--- config.mk ---
export PLATFORM = sky130hd
export DESIGN_NAME = lane_scroll
export DESIGN_NICKNAME = d
export VERILOG_FILES = /design/src/rtl/lane_scroll.sv
export SDC_FILE = /design/constraint.sdc
export NUM_CORES = 1
export LEC_CHECK = 0
export ABC_AREA = 1
export CAP_MARGIN = 20
export CORE_MARGIN = 4
export CORE_UTILIZATION = 38
export CTS_CLUSTER_SIZE = 25
export DETAILED_ROUTE_END_ITERATION = 10
export HOLD_SLACK_MARGIN = 0.08
export PLACE_DENSITY = 0.67
export SKIP_LAST_GASP = 1
export SYNTH_ARGS = -nofsm -noshare
export SYNTH_HDL_FRONTEND = slang
export SYNTH_SLANG_ARGS = --single-unit
--- constraint.sdc ---
create_clock -name clk -period 2.3 [get_ports clk]
set_input_delay 0.23 -clock clk [delete_from_list [all_inputs] [get_ports clk]]
set_output_delay 0.23 -clock clk [all_outputs]
set_load 0.005 [all_outputs]
--- src/rtl/lane_scroll.sv ---
// One game lane: rotating obstacle ring, one-hot player marker, collision latch.
// Optional build macro LANE_WRAP_EN makes edge moves wrap around the lane.
module lane_scroll #(
  parameter int unsigned WIDTH = 16,
  parameter int unsigned SPD_W = 8,
  parameter int unsigned DIR   = 0
) (
  input  logic             clk,
  input  logic             reset,
  input  logic             up,
  input  logic             down,
  input  logic             left,
  input  logic             right,
  input  logic [WIDTH-1:0] init,
  input  logic [SPD_W-1:0] speed,
  input  logic [WIDTH-1:0] pos_above,
  input  logic [WIDTH-1:0] pos_below,
  output logic [WIDTH-1:0] player,
  output logic [WIDTH-1:0] obst,
  output logic             tick,
  output logic             lose
);

  logic [SPD_W-1:0] cnt;
  logic [WIDTH-1:0] obst_rot_c;
  logic [WIDTH-1:0] player_nxt_c;
  logic             hit_c;

  // Ring rotated one position in the configured direction
  always_comb begin
    obst_rot_c = obst;
    if (DIR == 0) obst_rot_c = {obst[0], obst[WIDTH-1:1]};
    else          obst_rot_c = {obst[WIDTH-2:0], obst[WIDTH-1]};
  end

  assign hit_c = |(player & obst);

  // Player move priority: sideways moves beat hops, hops beat leaving
  always_comb begin
    player_nxt_c = player;
    if (left && right) begin
      player_nxt_c = player;
    end else if (left && player[WIDTH-1]) begin
`ifdef LANE_WRAP_EN
      player_nxt_c = WIDTH'(1);
`else
      player_nxt_c = player;
`endif
    end else if (right && player[0]) begin
`ifdef LANE_WRAP_EN
      player_nxt_c = {1'b1, {(WIDTH-1){1'b0}}};
`else
      player_nxt_c = player;
`endif
    end else if (left) begin
      player_nxt_c = {player[WIDTH-2:0], 1'b0};
    end else if (right) begin
      player_nxt_c = {1'b0, player[WIDTH-1:1]};
    end else if (up && (pos_below != '0)) begin
      player_nxt_c = pos_below;
    end else if (down && (pos_above != '0)) begin
      player_nxt_c = pos_above;
    end else if ((up || down) && (player != '0)) begin
      player_nxt_c = '0;
    end
  end

  // Divider, ring, player and sticky lose; everything freezes once lost
  always_ff @(posedge clk) begin
    if (reset) begin
      player <= '0;
      obst   <= init;
      cnt    <= '0;
      tick   <= 1'b0;
      lose   <= 1'b0;
    end else if (lose) begin
      tick <= 1'b0;
    end else begin
      lose   <= hit_c;
      player <= player_nxt_c;
      if (speed == '0) begin
        cnt  <= '0;
        tick <= 1'b0;
      end else if (cnt >= speed) begin
        cnt  <= '0;
        obst <= obst_rot_c;
        tick <= 1'b1;
      end else begin
        cnt  <= cnt + SPD_W'(1);
        tick <= 1'b0;
      end
    end
  end

endmodule
Figure 1. Routing congestion map.
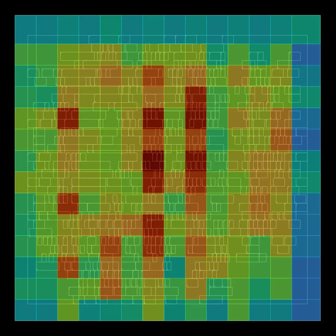
all-layer global routing usage: 0.186
final core area utilization: 0.560
grt met1 use: 0.244

Figure 2. Cell density map.
Scale: 3 px per um. The die is cut into 10 by 10 equal tiles; white is low, dark blue is high, 0 to 100% covered.
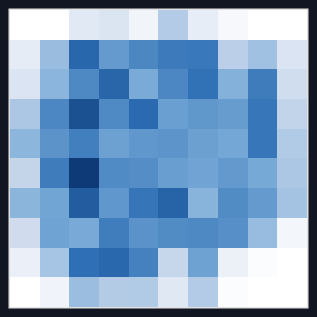
mean over tiles: 44%
fullest tile: 96%
tiles over 75% full: 8.0%
emptiest ninth of the die: south-east

==> impl_metrics.csv <==
group,metric,value,unit
sta,final.min_clock_period,1770,ps
min_path,hp-start,"init[6]",
clocking,cts_max_level,2,
outcome,status,"completed",
layout,lay_top_cells,"nand2_1 (198), clkdlybuf4s50_1 (95), nor2_1 (79), inv_1 (60), nand3_1 (41)",
sta,finalHoldViolCount,0,
critical_path,worstPathArrival,1780,ps
layout,areaGrowthSynthToFinish,40.4,%
route,m1WireLength,4.50,mm
floorplanning,io_pins,96,
layout,nNonClkBuffers,112,
layout,logic_gates,392,
route,wl_met2,4.02,mm
layout,dominant_cells,"multi-input combinational cells",
route,drt_pass1_iterations,4,
route,vias,3488,
min_path,min_to,"obst[6]",
logic_synthesis,ys_sh_xor,0.00278,
layout,final_nets,684,
floorplanning,die_h,99.0,um
global_routing,grt_pass1_vias,3296,
critical_path,r2r_slack,560,ps
layout,clk_share,0.0312,
critical_path,required,2310,ps
clocking,ctsHoldBuffers,0,
clocking,path_clk_slew,80,ps
layout,reg_top3,"obst (16), player (16), cnt (8)",
sta,report.final.slew_viol_count,0,
place,port_buffers,95,
pwr,switching_share,0.315,
clocking,cts_setup_buffers,0,
logic_synthesis,ff_type,"dfxtp_1",
route,drt_iter0_markers,240,
clocking,root_buffer,"clkbuf_8",
sta,relSlewSlack,0.667,
layout,flop_area,0.00100,mm^2
logic_synthesis,ys_sh_aoi,0.0780,
layout,numSequentialCells,42,
logic_synthesis,ys_sh_simple,0.462,
place,dpl.hpwl,7.26,mm
sta,clock_skew,8.56,ps
pwr,vdd_drop_max,308,uV
critical_path,timing.rr.end,"obst[12]",
-- worst max path at each step --
stage	from	end	slack, ps	depth (start not counted)
after floorplan	cnt[7]	obst[0]	290	5
after global placement	speed[7]	obst[3]	220	10
after detailed placement	speed[7]	obst[5]	210	10
after CTS	lose	lose	510	1
after global routing	speed[5]	obst[13]	420	10
final	speed[7]	obst[12]	530	10
-- metrics by stage --
step	total power, mW	cells	utilization	hold slack, ps
finish	2.51	716	0.560	576
global route	2.68	716	0.560	590
CTS	2.54	716	0.560	571
detailed placement	1.83	708	0.542	578
global placement	1.82	708	0.542	580
floorplan	1.41	515	-	412
-- critical path: stages --
cell             delay, ps
clkdlybuf4s50_1        450
inv_1                   50
ha_1                   290
nand2_1                 70
nor2_1                 130
nand4_1                100
o2111ai_1              120
nand2_1                 80
nand2_1                110
buf_12                 150
Power figures rest on the tool's default switching activity, not on a simulated workload.
